`config.mk`:
```
export PLATFORM = sky130hd
export DESIGN_NAME = sync_fifo_w4
export DESIGN_NICKNAME = d
export VERILOG_FILES = /design/src/rtl/sync_fifo_w4.sv
export SDC_FILE = /design/constraint.sdc
export NUM_CORES = 1
export LEC_CHECK = 0
export CAP_MARGIN = 20
export CORE_UTILIZATION = 55
export CTS_CLUSTER_DIAMETER = 120
export CTS_CLUSTER_SIZE = 25
export DETAILED_ROUTE_END_ITERATION = 8
export MAX_ROUTING_LAYER = met4
export PLACE_DENSITY = 0.82
export SYNTH_ARGS = -nofsm -noshare
export SYNTH_HDL_FRONTEND = slang
export SYNTH_SLANG_ARGS = --single-unit
```
`constraint.sdc`:
```
create_clock -name clk -period 4.4 [get_ports clk]
set_clock_uncertainty 0.05 [all_clocks]
set_input_delay 0.88 -clock clk [delete_from_list [all_inputs] [get_ports clk]]
set_output_delay 0.88 -clock clk [all_outputs]
set_load 0.02 [all_outputs]
```
`src/rtl/sync_fifo_w4.sv`:
```
// Single-clock FIFO, DEPTH x DATA_WIDTH, registered read data.
// Status flags come from a registered occupancy count, so they never glitch.
module sync_fifo_w4 #(
    parameter int DATA_WIDTH = 4,
    parameter int DEPTH      = 16,
    parameter int ADDR_WIDTH = 4
) (
    input  logic                  clk,
    input  logic                  rst_a,
    input  logic                  wr_en,
    input  logic                  rd_en,
    input  logic [DATA_WIDTH-1:0] data_in,
    output logic [DATA_WIDTH-1:0] data_out,
    output logic                  full,
    output logic                  empty
);

    localparam logic [ADDR_WIDTH:0] FULL_CNT = (ADDR_WIDTH+1)'(DEPTH);

    logic [DATA_WIDTH-1:0] mem [DEPTH];
    logic [ADDR_WIDTH-1:0] wr_ptr;
    logic [ADDR_WIDTH-1:0] rd_ptr;
    logic [ADDR_WIDTH:0]   count;
    logic                  wr_acc;
    logic                  rd_acc;

    assign full   = (count == FULL_CNT);
    assign empty  = (count == '0);
    assign wr_acc = wr_en && !full;
    assign rd_acc = rd_en && !empty;

    // Storage is deliberately left out of reset.
    always_ff @(posedge clk) begin
        if (!rst_a && wr_acc)
            mem[wr_ptr] <= data_in;
    end

    always_ff @(posedge clk) begin
        if (rst_a) begin
            wr_ptr   <= '0;
            rd_ptr   <= '0;
            count    <= '0;
            data_out <= '0;
        end else begin
            if (wr_acc)
                wr_ptr <= wr_ptr + 1'b1;
            if (rd_acc) begin
                data_out <= mem[rd_ptr];
                rd_ptr   <= rd_ptr + 1'b1;
            end
            case ({wr_acc, rd_acc})
                2'b10:   count <= count + 1'b1;
                2'b01:   count <= count - 1'b1;
                default: count <= count;
            endcase
        end
    end

endmodule

```
run_1/power_grid.png
(4 px per micron) Pins as bars on the die edge.
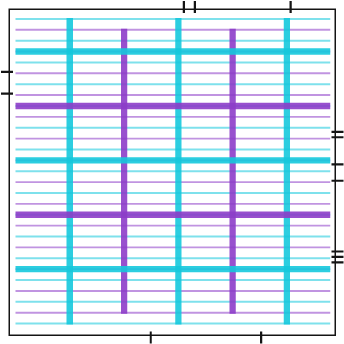
[purple] VDD
[cyan] VSS
met5 straps: 5
signal pins: 14
met4 straps: 5
area of the core: 5990 sq um
worst IR drop on VDD: 0.530 mV
floorplan die height: 81.1 microns
Die X: 81.1 microns

run_1/congestion.png
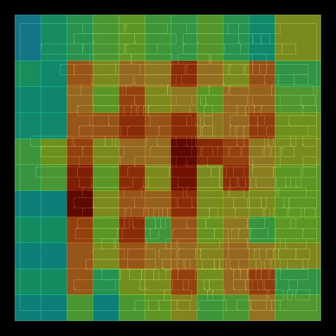
global-route total usage across every layer: 21.9%
GRT Max-Usage Layer: met2
utilization after layout: 63.7%
met2 Track Usage GR: 33.1%
GRT met3 Usage: 5.51%

run_1/clk_routes.png
(8 px per micron)
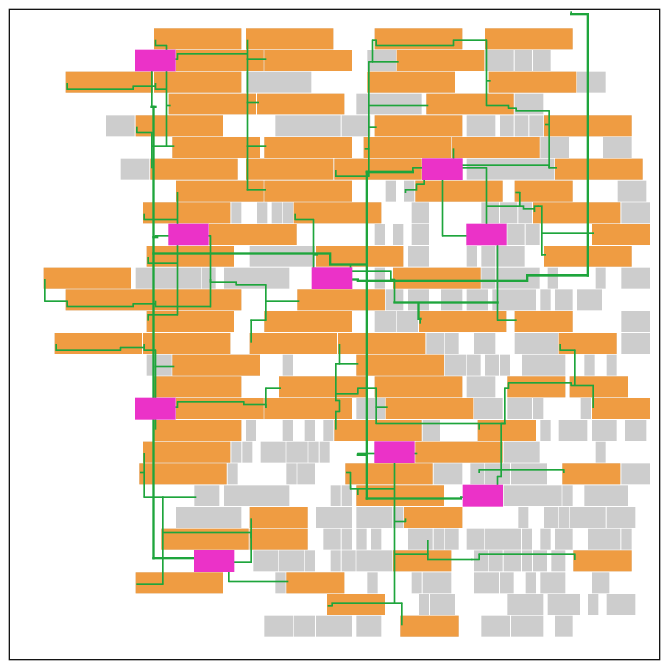
[orange] flip-flops | count: 81
[magenta] clock drivers | count: 9
[green] clock wires | length: 863 microns
routed clock nets: 10
source-to-sink clock delay at the later pin of the worst-skew pair: 0.36 ns
part of the total power dissipated in the clock network: 27.0%
clock group power: 0.000532 W

run_1/flops_by_reg.png
(6 px per micron) Other sequential cells in the stronger grey, the rest of the logic in the fainter grey.
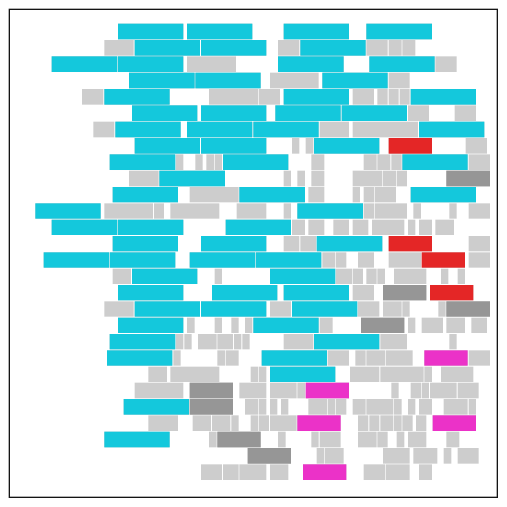
[red] data_out | sequential cells: 4 | where: right middle
[magenta] count | sequential cells: 5
[cyan] mem | sequential cells: 64
not coloured: 8
P_seq: 0.000945 W
area of all sequential standard cells: 2260 sq um
sequential fraction of total cell area: 59.2%

==> report_table.html, run 1 <==
<!-- implementation run metrics -->
<table>
<tr><th>Metric</th><th>Value</th></tr>
<tr><th colspan="2">Outcome</th></tr>
<tr><td>Outcome</td><td>completed</td></tr>
<tr><th colspan="2">Worst setup path</th></tr>
<tr><td>Worst Reg-to-Reg Cells</td><td>11</td></tr>
<tr><td>Worst setup path class</td><td>in2reg</td></tr>
<tr><td>Worst-path cell with the longest stage delay</td><td>sky130_fd_sc_hd__clkdlybuf4s50_1</td></tr>
<tr><td>Worst EP required</td><td>4.60 ns</td></tr>
<tr><td>Arrival time at the worst endpoint</td><td>3.49 ns</td></tr>
<tr><td>Delay contributed by the slowest stage of the critical path</td><td>0.44 ns</td></tr>
<tr><td>Worst R2R Setup Slack</td><td>1.34 ns</td></tr>
<tr><td>Most frequent CP cell</td><td>sky130_fd_sc_hd__ha_1</td></tr>
<tr><td>Max Fanout on Critical Path</td><td>9</td></tr>
<tr><td>Setup crit end</td><td>count[4]$_SDFFE_PP0P_</td></tr>
<tr><td>Kind of capture point of the worst setup path</td><td>flip-flop</td></tr>
<tr><td>Timing startpoint of the critical path</td><td>wr_en</td></tr>
<tr><td>Startpoint type of the worst setup path</td><td>primary input</td></tr>
<tr><td>Worst flop-to-flop path endpoint</td><td>count[4]$_SDFFE_PP0P_</td></tr>
<tr><td>Critical-path cell list</td><td>clkdlybuf4s50_1 -&gt; a21boi_2 -&gt; inv_1 -&gt; ha_1 -&gt; ha_1 -&gt; nor2b_1 -&gt; o21ai_0 -&gt; a21oi_1 -&gt; or3b_1 -&gt; mux2_2</td></tr>
<tr><th colspan="2">Power and ir drop</th></tr>
<tr><td>Total design power</td><td>0.00197 W</td></tr>
<tr><td>Power per Cell Area</td><td>516 nW/um^2</td></tr>
<tr><td>Leakage power summed over all cells</td><td>1.23 nW</td></tr>
<tr><th colspan="2">GRT</th></tr>
<tr><td>Via count of the first global-routing pass</td><td>1,856</td></tr>
<tr><td>Largest net degree at the start of global routing</td><td>31</td></tr>
<tr><td>Global routing met1 resource utilization</td><td>27.2%</td></tr>
<tr><td>Number of antenna violations at the first check in global routing</td><td>0</td></tr>
<tr><td>Residual overflow from global routing</td><td>0</td></tr>
<tr><td>Wire length of the first global-routing pass</td><td>9.60 mm</td></tr>
<tr><th colspan="2">Drt</th></tr>
<tr><td>Routed met1 length</td><td>2.74 mm</td></tr>
<tr><td>First-iteration detailed-routing DRC count</td><td>222</td></tr>
<tr><td>WL met2</td><td>2.93 mm</td></tr>
<tr><td>Total met3 wirelength after detailed routing</td><td>249 microns</td></tr>
<tr><td>Final wirelength</td><td>6.08 mm</td></tr>
<tr><td>Antenna violation net count after detailed routing</td><td>0</td></tr>
<tr><td>DRT Pass-1 Iters</td><td>4</td></tr>
<tr><td>Wire length per cell after detailed routing</td><td>18.1 microns</td></tr>
<tr><td>Highest routed layer</td><td>met4</td></tr>
<tr><td>Remaining DRCs</td><td>0</td></tr>
<tr><td>Total via count after detailed routing</td><td>1,901</td></tr>
<tr><th colspan="2">Clock network</th></tr>
<tr><td>Clock-pin slew of the registers on the worst-case setup and hold paths</td><td>0.09 ns</td></tr>
<tr><td>Number of buffers created by CTS</td><td>9</td></tr>
<tr><td>Post-CTS Hold Buffers</td><td>0</td></tr>
<tr><td>CTS max path bufs</td><td>2</td></tr>
<tr><td>Cell at the root of the clock tree</td><td>sky130_fd_sc_hd__clkbuf_8</td></tr>
<tr><td>TritonCTS clock tree</td><td>built</td></tr>
<tr><td>Setup bufs post-CTS</td><td>0</td></tr>
<tr><td>Total number of H-tree levels</td><td>3</td></tr>
<tr><td>Count of clock tree sinks</td><td>81</td></tr>
<tr><td>Resized Gates After CTS</td><td>0</td></tr>
<tr><th colspan="2">Die</th></tr>
<tr><td>Number of top-level pins</td><td>14</td></tr>
<tr><td>Core utilization before placement</td><td>57.5%</td></tr>
<tr><td>Floorplan die area</td><td>6580 sq um</td></tr>
<tr><td>Std cell rows</td><td>28</td></tr>
<tr><th colspan="2">Run</th></tr>
<tr><td>Max-cap violation count</td><td>0</td></tr>
<tr><td>Number of warnings in the stage logs</td><td>29</td></tr>
<tr><th colspan="2">Cells and area</th></tr>
<tr><td>Biggest regs</td><td>mem: 64 flops, count: 5 flops</td></tr>
<tr><td>Share of layout cells above drive strength 1</td><td>13.5%</td></tr>
<tr><td>Number of fill cells</td><td>423</td></tr>
<tr><td>Final-stage net count</td><td>273</td></tr>
<tr><td>Growth of design area from synthesis to finish</td><td>10.9%</td></tr>
<tr><td>Finished Cell Area</td><td>3820 sq um</td></tr>
<tr><td>Max FFs per register</td><td>64</td></tr>
<tr><td>Register with the most flip-flops</td><td>mem</td></tr>
<tr><td>Inserted Diodes</td><td>0</td></tr>
<tr><th colspan="2">Synthesis</th></tr>
<tr><td>Most frequent cells after synthesis</td><td>64 x sky130_fd_sc_hd__edfxtp_1, 38 x sky130_fd_sc_hd__nor2_1, 17 x sky130_fd_sc_hd__dfxtp_1</td></tr>
<tr><td>Warnings from Yosys</td><td>0</td></tr>
<tr><td>Asr flop ratio synth</td><td>0%</td></tr>
<tr><td>Most popular library cell in the synthesized design by count</td><td>sky130_fd_sc_hd__edfxtp_1</td></tr>
<tr><td>Top area cell types</td><td>sky130_fd_sc_hd__edfxtp_1 56%, sky130_fd_sc_hd__dfxtp_1 9.9%, sky130_fd_sc_hd__mux4_2 5.2%, sky130_fd_sc_hd__nor2_1 4.1%, sky130_fd_sc_hd__mux2i_1 4.1%</td></tr>
<tr><td>Cell total in the yosys stat output</td><td>239</td></tr>
<tr><td>Syn Area/Cell</td><td>14.4 sq um</td></tr>
<tr><td>Number of different library cells in the post-synthesis netlist</td><td>37</td></tr>
<tr><td>Yosys chip area</td><td>3440 sq um</td></tr>
<tr><td>Proportion of netlist area held by the largest area contributor</td><td>55.8%</td></tr>
<tr><td>Synthesized Nets</td><td>257</td></tr>
<tr><td>Sequential-to-total area share from yosys stat</td><td>65.7%</td></tr>
<tr><td>Gate count of the mapped netlist</td><td>239</td></tr>
<tr><td>EDFF count, synth</td><td>64</td></tr>
<tr><td>Synthesized cell area</td><td>3440 sq um</td></tr>
<tr><td>#FFs+latches synth</td><td>81</td></tr>
<tr><td>Top_reg_cell synth</td><td>sky130_fd_sc_hd__edfxtp_1</td></tr>
<tr><td>Cell taking the most area after synthesis</td><td>sky130_fd_sc_hd__edfxtp_1</td></tr>
<tr><th colspan="2">Min path</th></tr>
<tr><td>Cell depth of the worst hold path</td><td>2</td></tr>
<tr><td>End of the worst hold path</td><td>data_out[1]$_SDFFE_PP0P_</td></tr>
<tr><td>Source of the worst hold timing path</td><td>data_out[1]$_SDFFE_PP0P_</td></tr>
<tr><th colspan="2">STA</th></tr>
<tr><td>Endpoints failing setup</td><td>0</td></tr>
<tr><td>Period utilisation layout</td><td>74.8%</td></tr>
<tr><td>Fin Hold WS</td><td>0.497 ns</td></tr>
<tr><td>Max transition margin</td><td>59.3%</td></tr>
<tr><td>Final critical path time including I/O delays and setup</td><td>3.29 ns</td></tr>
<tr><td>Final Hold Violation Tally</td><td>0</td></tr>
<tr><td>Slew at the pin closest to its max-slew limit</td><td>0.610 ns</td></tr>
<tr><td>Max Clock Freq</td><td>304 MHz</td></tr>
<tr><th colspan="2">Placement</th></tr>
<tr><td>Gp weighted congestion</td><td>0.774</td></tr>
<tr><td>Detailed Place HPWL</td><td>4.15 mm</td></tr>
<tr><td>Instance area after placement</td><td>3620 sq um</td></tr>
<tr><td>IO buf count</td><td>13</td></tr>
</table>
-- run 1: stage by stage --
step	util, %	instances	worst slack, ns
after floorplan	-	239	1.44
after global placement	60.5	319	0.842
after detailed placement	60.5	319	0.748
after CTS	63.7	335	1.13
after global routing	63.7	335	0.952
final	63.7	335	1.11
-- run 1: logic make-up after synthesis --
kind of cell	Yosys count	share of synthesized area [%]
AOI/OAI and AO/OA	33	7.27
and+or+nand+nor	66	8.98
adders and majority gates	10	3.85
buffers and inverters	18	2.51
DFF	81	65.7
muxes	23	9.63
xor gates and xnor gates	8	2.04
-- run 1: placed cells by master (no fill, tap or decap), drive strengths merged, types with 2 or more instances in the layout --
cell           netlist  layout
clkdlybuf4s50        0      13
nor2b                8       8
edfxtp              64      64
nand3                3       3
xnor2                3       3
o22ai                4       4
clkinv               0       5
nand2                6       6
a311oi               4       4
nor2                38      38
inv                  8       9
nand4                2       2
mux4                 8       8
a211oi               8       8
buf                  7       2
xor2                 5       5
or3b                 2       2
o21ai                5       5
a21oi                9       9
clkbuf               3       9
dfxtp               17      17
mux2i               14      14
ha                   9       9
-- run 1: power by group --
| part | internal [W] | switching [W] |
|---|---|---|
| combinational | 0.000238 | 0.000255 |
| sequential | 0.000880 | 0.0000646 |
| clock | 0.000262 | 0.000271 |
-- run 1: final cells by class --
class                           instances  area [sq um]  area share (%)
Clock buffer                            9           124            3.24
Timing Repair Buffer                   15           145            3.80
Inverter                                8          30.0           0.786
Multi-Input combinational cell        140          1090            28.6
Tap cell                               75          93.8            2.46
Sequential cell                        81          2260            59.2
Clock inverter                          7          70.1            1.83
-- run 1: critical path: cells and delay by family --
family                   cells  cell delay [ns]
AND-OR/OR-AND                3             0.71
adder cells (fa/ha/maj)      2             0.58
buffers and inverters        2             0.54
AND/OR/NAND/NOR              2             0.50
multiplexers                 1             0.28
run_1/placement_by_type.png
(6 px per micron) Fill, decap, tap and diode cells in grey.
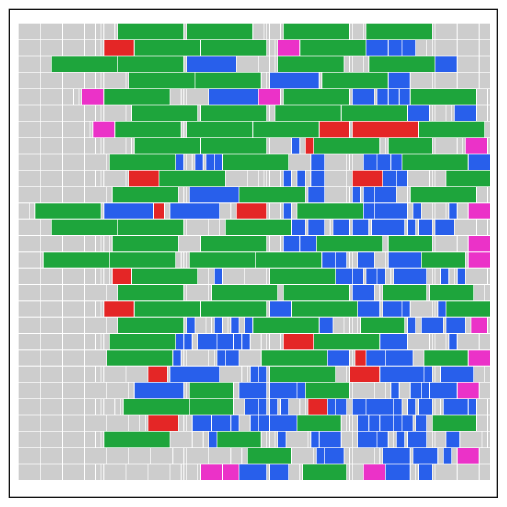

--- run 2 (diff from run 1) ---
==> constraint.sdc (replaced) <==
create_clock -name clk -period 3.1 [get_ports clk]
set_clock_uncertainty 0.05 [all_clocks]
set_input_delay 0.62 -clock clk [delete_from_list [all_inputs] [get_ports clk]]
set_output_delay 0.62 -clock clk [all_outputs]
set_load 0.02 [all_outputs]
run_2/placement_by_type.png
(6 px per micron) Fill, decap, tap and diode cells in grey.
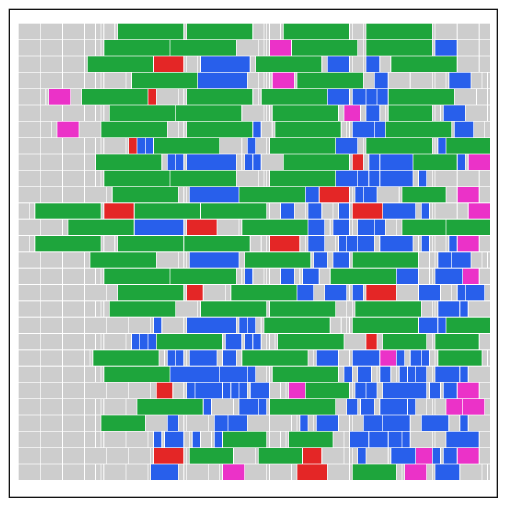
[red] clock drivers and dummy loads | cells: 16
[green] sequential cells | cells: 81
[magenta] remaining buffers and delay cells | cells: 19
[blue] combinational and other logic | cells: 148
sequential fraction of total cell area: 59.2%
utilization after layout: 63.8%
Finished Cell Area: 3820 sq um
std cell rows: 28

==> run 2 against run 1 <==
Count of clock-buffer cells in the layout increased by 2. Cell count grew 1.2%. Clock power increased by 23%. Worst setup slack got worse by 0.93 ns. Critical path depth fell by 1. Sequential share of layout area about the same. Die size unchanged. Non-clock buffer count up 4.
==> report_table.html, run 2 <==
<!-- implementation run metrics -->
<table>
<tr><th>Metric</th><th>Value</th></tr>
<tr><th colspan="2">Synthesis</th></tr>
<tr><td>Cell total in the yosys stat output</td><td>239 (unchanged)</td></tr>
<tr><td>Sequential-to-total area share from yosys stat</td><td>65.7% (unchanged)</td></tr>
<tr><td>Asr flop ratio synth</td><td>0% (unchanged)</td></tr>
<tr><td>Most popular library cell in the synthesized design by count</td><td>sky130_fd_sc_hd__edfxtp_1</td></tr>
<tr><td>Syn Area/Cell</td><td>14.4 sq um (unchanged)</td></tr>
<tr><td>Synthesized Nets</td><td>257 (unchanged)</td></tr>
<tr><td>Top area cell types</td><td>sky130_fd_sc_hd__edfxtp_1 56%, sky130_fd_sc_hd__dfxtp_1 9.9%, sky130_fd_sc_hd__mux4_2 5.2%, sky130_fd_sc_hd__nor2_1 4.1%, sky130_fd_sc_hd__mux2i_1 4.1%</td></tr>
<tr><td>Proportion of netlist area held by the largest area contributor</td><td>55.8% (unchanged)</td></tr>
<tr><td>Synthesized cell area</td><td>3440 sq um (unchanged)</td></tr>
<tr><td>Top_reg_cell synth</td><td>sky130_fd_sc_hd__edfxtp_1</td></tr>
<tr><td>Yosys chip area</td><td>3440 sq um (unchanged)</td></tr>
<tr><td>Number of different library cells in the post-synthesis netlist</td><td>37 (unchanged)</td></tr>
<tr><td>Most frequent cells after synthesis</td><td>64 x sky130_fd_sc_hd__edfxtp_1, 38 x sky130_fd_sc_hd__nor2_1, 17 x sky130_fd_sc_hd__dfxtp_1</td></tr>
<tr><td>Gate count of the mapped netlist</td><td>239 (unchanged)</td></tr>
<tr><td>EDFF count, synth</td><td>64 (unchanged)</td></tr>
<tr><td>Warnings from Yosys</td><td>0 (unchanged)</td></tr>
<tr><td>Cell taking the most area after synthesis</td><td>sky130_fd_sc_hd__edfxtp_1</td></tr>
<tr><td>#FFs+latches synth</td><td>81 (unchanged)</td></tr>
<tr><th colspan="2">GRT</th></tr>
<tr><td>GRT met3 Usage</td><td>6.29% (+0.79 points)</td></tr>
<tr><td>Met2 Track Usage GR</td><td>34.3% (+1.2 points)</td></tr>
<tr><td>GRT Max-Usage Layer</td><td>met2</td></tr>
<tr><td>Residual overflow from global routing</td><td>0 (unchanged)</td></tr>
<tr><td>Wire length of the first global-routing pass</td><td>9.46 mm (-1.5%)</td></tr>
<tr><td>Number of antenna violations at the first check in global routing</td><td>0 (unchanged)</td></tr>
<tr><td>Largest net degree at the start of global routing</td><td>23 (-26%)</td></tr>
<tr><td>Global-route total usage across every layer</td><td>21.3% (-0.58 points)</td></tr>
<tr><td>Global routing met1 resource utilization</td><td>24.4% (-2.8 points)</td></tr>
<tr><td>Via count of the first global-routing pass</td><td>1,940 (+4.5%)</td></tr>
<tr><th colspan="2">Cells and area</th></tr>
<tr><td>NonClk Buf Share</td><td>4.59% (+0.78 points)</td></tr>
<tr><td>Final instance count without filler cells</td><td>339 (+1.2%)</td></tr>
<tr><td>Non-clock inverter count</td><td>8 (unchanged)</td></tr>
<tr><td>Comb area</td><td>1090 sq um (unchanged)</td></tr>
<tr><td>Biggest cell category by area in the final layout</td><td>sequential cells</td></tr>
<tr><td>Register with the most flip-flops</td><td>mem</td></tr>
<tr><td>Biggest regs</td><td>mem: 64 flops, count: 5 flops</td></tr>
<tr><td>Inserted Diodes</td><td>0 (unchanged)</td></tr>
<tr><td>Area of all sequential standard cells</td><td>2260 sq um (unchanged)</td></tr>
<tr><td>Number of fill cells</td><td>425 (+0.47%)</td></tr>
<tr><td>Final-stage net count</td><td>277 (+1.5%)</td></tr>
<tr><td>Max FFs per register</td><td>64 (unchanged)</td></tr>
<tr><td>Growth of design area from synthesis to finish</td><td>11.0% (about the same)</td></tr>
<tr><td>Share of layout cells above drive strength 1</td><td>14.4% (+0.93 points)</td></tr>
<tr><td>Number of sequential cells</td><td>81 (unchanged)</td></tr>
<tr><td>Multi-input combinational area share</td><td>28.6% (about the same)</td></tr>
<tr><td>Share of final layout cell area taken by clock buffers and inverters</td><td>4.32% (-0.76 points)</td></tr>
<tr><td>Leading cell types in the layout, fill and taps excluded</td><td>64 x sky130_fd_sc_hd__edfxtp_1, 38 x sky130_fd_sc_hd__nor2_1, 17 x sky130_fd_sc_hd__dfxtp_1</td></tr>
<tr><td>Number of signal-net buffers in the layout</td><td>19 (+4)</td></tr>
<tr><td>CLK BUF</td><td>11 (+2)</td></tr>
<tr><td>Number of combinational gates with multiple inputs</td><td>140 (unchanged)</td></tr>
<tr><td>Most common cell after layout, fill and taps aside</td><td>sky130_fd_sc_hd__edfxtp_1</td></tr>
<tr><th colspan="2">Worst setup path</th></tr>
<tr><td>Most frequent CP cell</td><td>sky130_fd_sc_hd__ha_1</td></tr>
<tr><td>Worst EP required</td><td>3.29 ns (-1.31 ns)</td></tr>
<tr><td>Worst Reg-to-Reg Cells</td><td>9 (-2)</td></tr>
<tr><td>Max Fanout on Critical Path</td><td>5 (-4)</td></tr>
<tr><td>Stages on the worst setup path</td><td>9 (-1)</td></tr>
<tr><td>WP buf/inv</td><td>0 (-2)</td></tr>
<tr><td>Worst-path cell with the longest stage delay</td><td>sky130_fd_sc_hd__or4_4</td></tr>
<tr><td>Cell family with most CP delay</td><td>simple AND/OR/NAND/NOR gates</td></tr>
<tr><td>Delay contributed by the slowest stage of the critical path</td><td>0.55 ns (+0.11 ns)</td></tr>
<tr><td>Arrival time at the worst endpoint</td><td>3.11 ns (-0.38 ns)</td></tr>
<tr><td>Startpoint type of the worst setup path</td><td>flip-flop</td></tr>
<tr><td>Critical-path cell list</td><td>or4_4 -&gt; o21a_4 -&gt; ha_1 -&gt; ha_1 -&gt; nor2b_1 -&gt; o21ai_0 -&gt; a21oi_1 -&gt; or3b_1 -&gt; mux2_2</td></tr>
<tr><td>Kind of capture point of the worst setup path</td><td>flip-flop</td></tr>
<tr><td>Worst setup path class</td><td>reg2reg</td></tr>
<tr><th colspan="2">STA</th></tr>
<tr><td>Slew at the pin closest to its max-slew limit</td><td>0.929 ns (+0.320 ns)</td></tr>
<tr><td>Final critical path time including I/O delays and setup</td><td>2.92 ns</td></tr>
<tr><td>Final Hold Violation Tally</td><td>0 (unchanged)</td></tr>
<tr><td>Endpoints failing setup</td><td>0 (unchanged)</td></tr>
<tr><td>Max Clock Freq</td><td>342 MHz</td></tr>
<tr><td>Period utilisation layout</td><td>94.2%</td></tr>
<tr><td>Pins over their slew limit</td><td>0</td></tr>
<tr><td>Aggregate negative setup slack</td><td>0 ns</td></tr>
<tr><td>Max transition margin</td><td>37.9% (-21 points)</td></tr>
<tr><th colspan="2">Clock network</th></tr>
<tr><td>Resized Gates After CTS</td><td>0 (unchanged)</td></tr>
<tr><td>Number of buffers created by CTS</td><td>9 (unchanged)</td></tr>
<tr><td>Total number of H-tree levels</td><td>3 (unchanged)</td></tr>
<tr><td>Cell at the root of the clock tree</td><td>sky130_fd_sc_hd__clkbuf_8</td></tr>
<tr><td>Clock-pin slew of the registers on the worst-case setup and hold paths</td><td>0.08 ns (about the same)</td></tr>
<tr><td>Source-to-sink clock delay at the later pin of the worst-skew pair</td><td>0.34 ns (-0.02 ns)</td></tr>
<tr><td>Post-CTS Hold Buffers</td><td>0 (unchanged)</td></tr>
<tr><td>CTS max path bufs</td><td>2 (unchanged)</td></tr>
<tr><td>Count of clock tree sinks</td><td>81 (unchanged)</td></tr>
<tr><td>TritonCTS clock tree</td><td>built</td></tr>
<tr><td>Setup bufs post-CTS</td><td>0 (unchanged)</td></tr>
<tr><th colspan="2">Run</th></tr>
<tr><td>Max-cap violation count</td><td>0 (unchanged)</td></tr>
<tr><td>Number of warnings in the stage logs</td><td>29 (unchanged)</td></tr>
<tr><th colspan="2">Drt</th></tr>
<tr><td>Remaining DRCs</td><td>0 (unchanged)</td></tr>
<tr><td>Antenna violation net count after detailed routing</td><td>0 (unchanged)</td></tr>
<tr><td>Wire length per cell after detailed routing</td><td>17.6 microns (-3.0%)</td></tr>
<tr><td>First-iteration detailed-routing DRC count</td><td>76 (-66%)</td></tr>
<tr><td>Total via count after detailed routing</td><td>1,967 (+3.5%)</td></tr>
<tr><td>Final wirelength</td><td>5.97 mm (-1.8%)</td></tr>
<tr><td>DRT Pass-1 Iters</td><td>4 (unchanged)</td></tr>
<tr><th colspan="2">Power and ir drop</th></tr>
<tr><td>Worst IR drop on VDD</td><td>0.597 mV (+12%)</td></tr>
<tr><td>Power per Cell Area</td><td>712 nW/um^2 (+38%)</td></tr>
<tr><td>Portion of total power attributed to combinational logic</td><td>26.8% (+1.8 points)</td></tr>
<tr><td>Comb. pwr</td><td>0.000729 W (+48%)</td></tr>
<tr><td>Sequential share of power</td><td>49.2% (+1.3 points)</td></tr>
<tr><td>Clock group power</td><td>0.000653 W (+23%)</td></tr>
<tr><td>Total design power</td><td>0.00272 W (+38%)</td></tr>
<tr><td>Part of the total power dissipated in the clock network</td><td>24.0% (-3.0 points)</td></tr>
<tr><td>Top power consumer group</td><td>registers</td></tr>
<tr><td>Switch Pwr</td><td>0.000824 W (+39%)</td></tr>
<tr><td>Internal portion of total power</td><td>0.00190 W (+37%)</td></tr>
<tr><td>Leakage power summed over all cells</td><td>1.23 nW (about the same)</td></tr>
<tr><td>Switching power as a share of total power</td><td>30.3% (+0.32 points)</td></tr>
<tr><th colspan="2">Die</th></tr>
<tr><td>Core utilization before placement</td><td>57.5% (unchanged)</td></tr>
<tr><td>Floorplan die height</td><td>81.1 microns (unchanged)</td></tr>
<tr><td>Die X</td><td>81.1 microns (unchanged)</td></tr>
<tr><td>Tap cell instance count</td><td>75 (unchanged)</td></tr>
<tr><td>Floorplan die area</td><td>6580 sq um (unchanged)</td></tr>
<tr><td>Area of the core</td><td>5990 sq um (unchanged)</td></tr>
<tr><td>Number of top-level pins</td><td>14 (unchanged)</td></tr>
<tr><th colspan="2">Placement</th></tr>
<tr><td>Instance area after placement</td><td>3650 sq um (+0.83%)</td></tr>
<tr><td>Gp weighted congestion</td><td>0.811 (+4.9%)</td></tr>
<tr><td>IO buf count</td><td>13 (unchanged)</td></tr>
<tr><td>Cell count after placement</td><td>323 (+1.3%)</td></tr>
<tr><td>Detailed Place HPWL</td><td>4.24 mm (+2.2%)</td></tr>
<tr><th colspan="2">Min path</th></tr>
<tr><td>Cell depth of the worst hold path</td><td>2 (unchanged)</td></tr>
<tr><td>Type of the worst min-delay path</td><td>reg2reg</td></tr>
<tr><th colspan="2">Outcome</th></tr>
<tr><td>Outcome</td><td>completed</td></tr>
</table>
run_2/flops_by_reg.png
(6 px per micron) Other sequential cells in the stronger grey, the rest of the logic in the fainter grey.
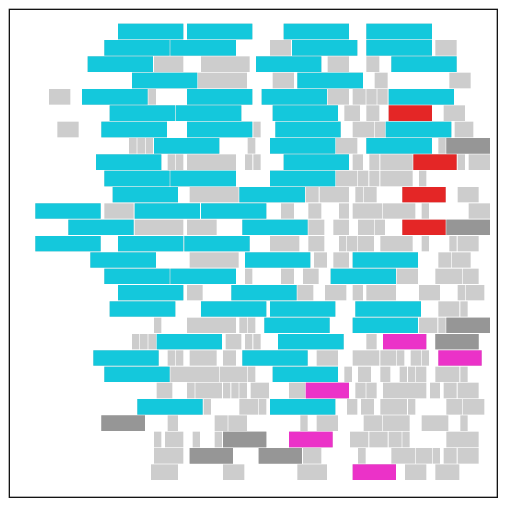
[red] data_out | sequential cells: 4
[magenta] count | sequential cells: 5 | where: bottom right
[cyan] mem | sequential cells: 64
not coloured: 8
P_seq: 0.00134 W

-- run 2: cell counts after synthesis --
Identical to the previous run, type by type.
-- run 2: tightest hold or removal path, stage by stage, from the launching register on --
cell and delay [ns]:
sky130_fd_sc_hd__dfxtp_1 0.32, sky130_fd_sc_hd__nor2_1 0.12, sky130_fd_sc_hd__a311oi_2 0.05
-- run 2: metrics by stage --
stage | utilization [%] | setup slack [ns] | hold WS (ns)
2_1_floorplan | - | 0.186 | 0.466
3_3_place_gp | 61.0 | 0.0551 | 0.477
3_5_place_dp | 61.0 | -0.0104 | 0.481
4_1_cts | 63.8 | 0.181 | 0.492
5_1_grt | 63.8 | 0.0568 | 0.521
6_report | 63.8 | 0.179 | 0.486
-- run 2: worst paths after layout --
check / startpoint / to / slack (ns)
hold reg to reg: data_out[2]$_SDFFE_PP0P_ / data_out[2]$_SDFFE_PP0P_ / 0.49
setup reg to reg: count[0]$_SDFFE_PP0P_ / count[4]$_SDFFE_PP0P_ / 0.18
setup / recovery: count[0]$_SDFFE_PP0P_ / count[4]$_SDFFE_PP0P_ / 0.18
hold / removal: data_out[2]$_SDFFE_PP0P_ / data_out[2]$_SDFFE_PP0P_ / 0.49
-- run 2: layer usage --
metal / wire (microns) / part of all wire (%)
met5: 0 / 0
met4: 149 / 2.5
met3: 240 / 4.0
met2: 2970 / 50
met1: 2600 / 44
-- run 2: cell families after synthesis --
kind of cell / Yosys count / share of synthesized area (%)
adders and majority gates: 10 / 3.85
muxes: 23 / 9.63
buffers and inverters: 18 / 2.51
xor gates and xnor gates: 8 / 2.04
and+or+nand+nor: 66 / 8.98
DFF: 81 / 65.7
AOI/OAI and AO/OA: 33 / 7.27
run_2/clk_routes.png
(8 px per micron)
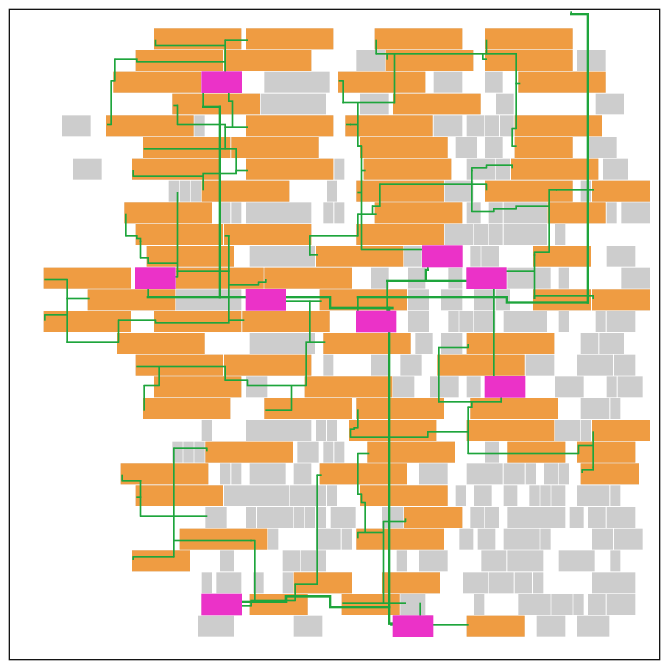

--- run 3 (diff from run 2) ---
==> constraint.sdc (replaced) <==
create_clock -name clk -period 3.1 [get_ports clk]
set_clock_uncertainty 0.05 [all_clocks]
set_input_delay 0.62 -clock clk [delete_from_list [all_inputs] [get_ports clk]]
set_output_delay 0.62 -clock clk [all_outputs]
set_load 0.1 [all_outputs]
run_3/clk_routes.png
(8 px per micron)
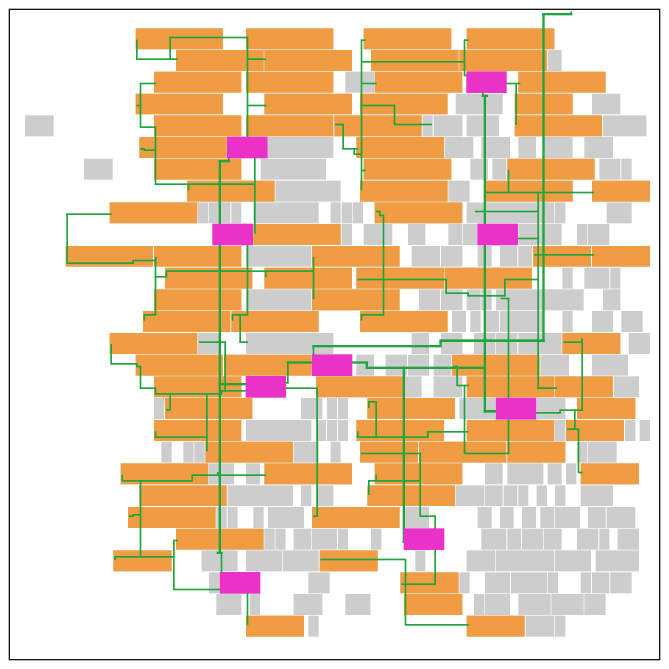
[orange] flip-flops | count: 81
[magenta] clock drivers | count: 9
[green] clock wires | length: 861 microns
routed clock nets: 10
clock group power: 0.000917 W
source-to-sink clock delay at the later pin of the worst-skew pair: 0.35 ns
part of the total power dissipated in the clock network: 28.1%

run_3/power_grid.png
(4 px per micron) Pins as bars on the die edge.
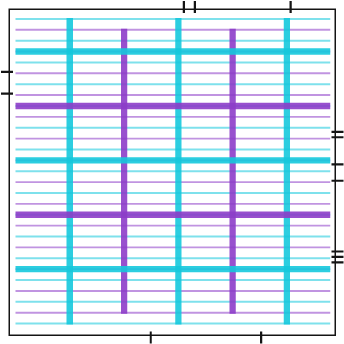
[cyan] VSS
[purple] VDD
met1 rails: 29
met5 straps: 5
signal pins: 14
rows: 28
met4 straps: 5
worst IR drop on VDD: 1.09 mV

==> run 3 against run 2 <==
Final area is 1.6% higher. Sequential share of layout area is 0.95 points lower. Worst hold slack better by 0.0071 ns. Clock power is about 40% higher. Count of clock-buffer cells in the layout is 1 lower. Critical endpoint unchanged.
==> report_table.html, run 3 <==
<!-- implementation run metrics -->
<table>
<tr><th>Metric</th><th>Value</th></tr>
<tr><th colspan="2">Cells and area</th></tr>
<tr><td>Share of layout cells above drive strength 1</td><td>17.0% (+2.7 points)</td></tr>
<tr><td>Number of fill cells</td><td>412 (-3.1%)</td></tr>
<tr><td>Final-stage net count</td><td>277 (unchanged)</td></tr>
<tr><td>Growth of design area from synthesis to finish</td><td>12.8%</td></tr>
<tr><td>Max FFs per register</td><td>64 (unchanged)</td></tr>
<tr><td>Utilization after layout</td><td>64.8% (+1.0 points)</td></tr>
<tr><td>Leading cell types in the layout, fill and taps excluded</td><td>64 x sky130_fd_sc_hd__edfxtp_1, 38 x sky130_fd_sc_hd__nor2_1, 17 x sky130_fd_sc_hd__dfxtp_1</td></tr>
<tr><td>Most common cell after layout, fill and taps aside</td><td>sky130_fd_sc_hd__edfxtp_1</td></tr>
<tr><td>Register with the most flip-flops</td><td>mem</td></tr>
<tr><td>Inserted Diodes</td><td>0 (unchanged)</td></tr>
<tr><th colspan="2">Worst setup path</th></tr>
<tr><td>Delay contributed by the slowest stage of the critical path</td><td>0.56 ns (about the same)</td></tr>
<tr><td>Most frequent CP cell</td><td>sky130_fd_sc_hd__ha_1</td></tr>
<tr><td>Worst-path cell with the longest stage delay</td><td>sky130_fd_sc_hd__or4_4</td></tr>
<tr><td>Worst Reg-to-Reg Cells</td><td>9 (unchanged)</td></tr>
<tr><td>Arrival time at the worst endpoint</td><td>3.09 ns (-0.02 ns)</td></tr>
<tr><td>Worst setup path class</td><td>reg2reg</td></tr>
<tr><td>Worst EP required</td><td>3.30 ns (about the same)</td></tr>
<tr><td>Critical-path cell list</td><td>or4_4 -&gt; o21a_4 -&gt; ha_1 -&gt; ha_1 -&gt; nor2b_1 -&gt; o21ai_0 -&gt; a21oi_1 -&gt; or3b_1 -&gt; mux2_2</td></tr>
<tr><td>Max Fanout on Critical Path</td><td>5 (unchanged)</td></tr>
<tr><td>Kind of capture point of the worst setup path</td><td>flip-flop</td></tr>
<tr><th colspan="2">GRT</th></tr>
<tr><td>Global-route total usage across every layer</td><td>22.2% (+0.96 points)</td></tr>
<tr><td>Residual overflow from global routing</td><td>0 (unchanged)</td></tr>
<tr><td>Wire length of the first global-routing pass</td><td>9.83 mm (+3.9%)</td></tr>
<tr><td>Number of antenna violations at the first check in global routing</td><td>0 (unchanged)</td></tr>
<tr><td>Via count of the first global-routing pass</td><td>1,972 (+1.6%)</td></tr>
<tr><td>Largest net degree at the start of global routing</td><td>23 (unchanged)</td></tr>
<tr><th colspan="2">Clock network</th></tr>
<tr><td>Number of buffers created by CTS</td><td>9 (unchanged)</td></tr>
<tr><td>Clock-pin slew of the registers on the worst-case setup and hold paths</td><td>0.08 ns (about the same)</td></tr>
<tr><td>Setup bufs post-CTS</td><td>0 (unchanged)</td></tr>
<tr><td>TritonCTS clock tree</td><td>built</td></tr>
<tr><td>Resized Gates After CTS</td><td>0 (unchanged)</td></tr>
<tr><td>Total number of H-tree levels</td><td>3 (unchanged)</td></tr>
<tr><td>Count of clock tree sinks</td><td>81 (unchanged)</td></tr>
<tr><td>Post-CTS Hold Buffers</td><td>0 (unchanged)</td></tr>
<tr><td>CTS max path bufs</td><td>2 (unchanged)</td></tr>
<tr><th colspan="2">Synthesis</th></tr>
<tr><td>Yosys chip area</td><td>3440 sq um (unchanged)</td></tr>
<tr><td>Number of different library cells in the post-synthesis netlist</td><td>37 (unchanged)</td></tr>
<tr><td>Most popular library cell in the synthesized design by count</td><td>sky130_fd_sc_hd__edfxtp_1</td></tr>
<tr><td>Top area cell types</td><td>sky130_fd_sc_hd__edfxtp_1 56%, sky130_fd_sc_hd__dfxtp_1 9.9%, sky130_fd_sc_hd__mux4_2 5.2%, sky130_fd_sc_hd__nor2_1 4.1%, sky130_fd_sc_hd__mux2i_1 4.1%</td></tr>
<tr><td>#FFs+latches synth</td><td>81 (unchanged)</td></tr>
<tr><td>Top_reg_cell synth</td><td>sky130_fd_sc_hd__edfxtp_1</td></tr>
<tr><td>Proportion of netlist area held by the largest area contributor</td><td>55.8% (unchanged)</td></tr>
<tr><td>Synthesized Nets</td><td>257 (unchanged)</td></tr>
<tr><td>Warnings from Yosys</td><td>0 (unchanged)</td></tr>
<tr><td>Synthesized cell area</td><td>3440 sq um (unchanged)</td></tr>
<tr><td>EDFF count, synth</td><td>64 (unchanged)</td></tr>
<tr><td>Syn Area/Cell</td><td>14.4 sq um (unchanged)</td></tr>
<tr><td>Asr flop ratio synth</td><td>0% (unchanged)</td></tr>
<tr><td>Cell total in the yosys stat output</td><td>239 (unchanged)</td></tr>
<tr><td>Cell taking the most area after synthesis</td><td>sky130_fd_sc_hd__edfxtp_1</td></tr>
<tr><th colspan="2">Die</th></tr>
<tr><td>Area of the core</td><td>5990 sq um (unchanged)</td></tr>
<tr><td>Std cell rows</td><td>28 (unchanged)</td></tr>
<tr><td>Core utilization before placement</td><td>57.5% (unchanged)</td></tr>
<tr><td>Die X</td><td>81.1 microns (unchanged)</td></tr>
<tr><td>Floorplan die area</td><td>6580 sq um (unchanged)</td></tr>
<tr><td>Number of top-level pins</td><td>14 (unchanged)</td></tr>
<tr><th colspan="2">Power and ir drop</th></tr>
<tr><td>P_seq</td><td>0.00134 W (about the same)</td></tr>
<tr><td>Switching power as a share of total power</td><td>34.7% (+4.5 points)</td></tr>
<tr><td>Power per Cell Area</td><td>840 nW/um^2 (+18%)</td></tr>
<tr><td>Top power consumer group</td><td>registers</td></tr>
<tr><td>Comb. pwr</td><td>0.00100 W (+37%)</td></tr>
<tr><td>Switch Pwr</td><td>0.00113 W (+38%)</td></tr>
<tr><td>Portion of total power attributed to combinational logic</td><td>30.7% (+3.9 points)</td></tr>
<tr><td>Leakage power summed over all cells</td><td>1.28 nW (+3.8%)</td></tr>
<tr><td>Internal portion of total power</td><td>0.00213 W (+12%)</td></tr>
<tr><td>Total design power</td><td>0.00326 W (+20%)</td></tr>
<tr><td>Sequential share of power</td><td>41.2% (-8.0 points)</td></tr>
<tr><th colspan="2">Drt</th></tr>
<tr><td>First-iteration detailed-routing DRC count</td><td>115 (+51%)</td></tr>
<tr><td>Wire length per cell after detailed routing</td><td>18.4 microns (+4.8%)</td></tr>
<tr><td>Remaining DRCs</td><td>0 (unchanged)</td></tr>
<tr><td>Final wirelength</td><td>6.25 mm (+4.8%)</td></tr>
<tr><td>Antenna violation net count after detailed routing</td><td>0 (unchanged)</td></tr>
<tr><td>Total via count after detailed routing</td><td>1,949 (-0.92%)</td></tr>
<tr><th colspan="2">Placement</th></tr>
<tr><td>IO buf count</td><td>13 (unchanged)</td></tr>
<tr><td>Instance area after placement</td><td>3640 sq um (-0.41%)</td></tr>
<tr><td>Detailed Place HPWL</td><td>4.14 mm (-2.2%)</td></tr>
<tr><td>Place WS</td><td>0.0320 ns (+0.0424 ns)</td></tr>
<tr><td>Gp weighted congestion</td><td>0.807 (-0.53%)</td></tr>
<tr><td>Cell count after placement</td><td>323 (unchanged)</td></tr>
<tr><th colspan="2">STA</th></tr>
<tr><td>Endpoints failing setup</td><td>0 (unchanged)</td></tr>
<tr><td>Fin Hold WS</td><td>0.494 ns (+0.00706 ns)</td></tr>
<tr><td>Period utilisation layout</td><td>93.3% (-0.88 points)</td></tr>
<tr><td>Pins over their slew limit</td><td>0 (unchanged)</td></tr>
<tr><td>Slew at the pin closest to its max-slew limit</td><td>0.895 ns (-0.0349 ns)</td></tr>
<tr><td>Max Clock Freq</td><td>346 MHz (+0.95%)</td></tr>
<tr><td>Final Hold Violation Tally</td><td>0 (unchanged)</td></tr>
<tr><td>Aggregate negative setup slack</td><td>0 ns (unchanged)</td></tr>
<tr><td>Final critical path time including I/O delays and setup</td><td>2.89 ns (-0.0274 ns)</td></tr>
<tr><td>Minimum setup slack in the final design</td><td>0.207 ns (+0.0274 ns)</td></tr>
<tr><td>Max transition margin</td><td>40.3% (+2.3 points)</td></tr>
<tr><th colspan="2">Outcome</th></tr>
<tr><td>Outcome</td><td>completed</td></tr>
<tr><th colspan="2">Min path</th></tr>
<tr><td>Cell depth of the worst hold path</td><td>2 (unchanged)</td></tr>
<tr><td>Type of the worst min-delay path</td><td>reg2reg</td></tr>
<tr><th colspan="2">Run</th></tr>
<tr><td>Number of warnings in the stage logs</td><td>29 (unchanged)</td></tr>
<tr><td>Max-cap violation count</td><td>0 (unchanged)</td></tr>
</table>
[run 3: final timing paths]
check,endpoint,from
setup / recovery,count[4]$_SDFFE_PP0P_,count[0]$_SDFFE_PP0P_
hold / removal,data_out[1]$_SDFFE_PP0P_,data_out[1]$_SDFFE_PP0P_
setup reg to reg,count[4]$_SDFFE_PP0P_,count[0]$_SDFFE_PP0P_
hold reg to reg,data_out[1]$_SDFFE_PP0P_,data_out[1]$_SDFFE_PP0P_
[run 3: worst max-delay path, delay by kind of cell, from the launching register on]
| family | cells | cell delay (ns) |
|---|---|---|
| muxes | 1 | 0.27 |
| AOI/OAI and AO/OA | 3 | 0.51 |
| DFF | 1 | 0.36 |
| adders and majority gates | 2 | 0.54 |
| and+or+nand+nor | 3 | 1.07 |
[run 3: cell families (layout without fill, tap and decap cells)]
logic type	count (synthesis)	after routing	synth area share, %
compound gates	33	33	7.27
xor+xnor	8	8	2.04
fa+ha+maj	10	10	3.85
buf+inv	18	43	2.51
flops	81	81	65.7
mux	23	23	9.63
simple gates	66	66	8.98
[run 3: layout make-up]
class | count | area [sq um] | area share (%)
sequential | 81 | 2260 | 58.3
multi-input combinational | 140 | 1090 | 28.2
timing repair buffer | 19 | 160 | 4.13
clock buffer | 10 | 128 | 3.29
clock inverter | 6 | 115 | 2.96
tap | 75 | 93.8 | 2.42
inverter | 8 | 30.0 | 0.773
[run 3: layer usage]
layer | vias up | share of wire [%] | GRT usage (%)
met4 | 0 | 2.4 | 13.2
met2 | 57 | 51 | 36.6
li1 | 924 | - | -
met1 | 956 | 43 | 25.7
met3 | 12 | 3.9 | 3.48
met5 | - | 0 | -
Power figures rest on the tool's default switching activity, not on a simulated workload.
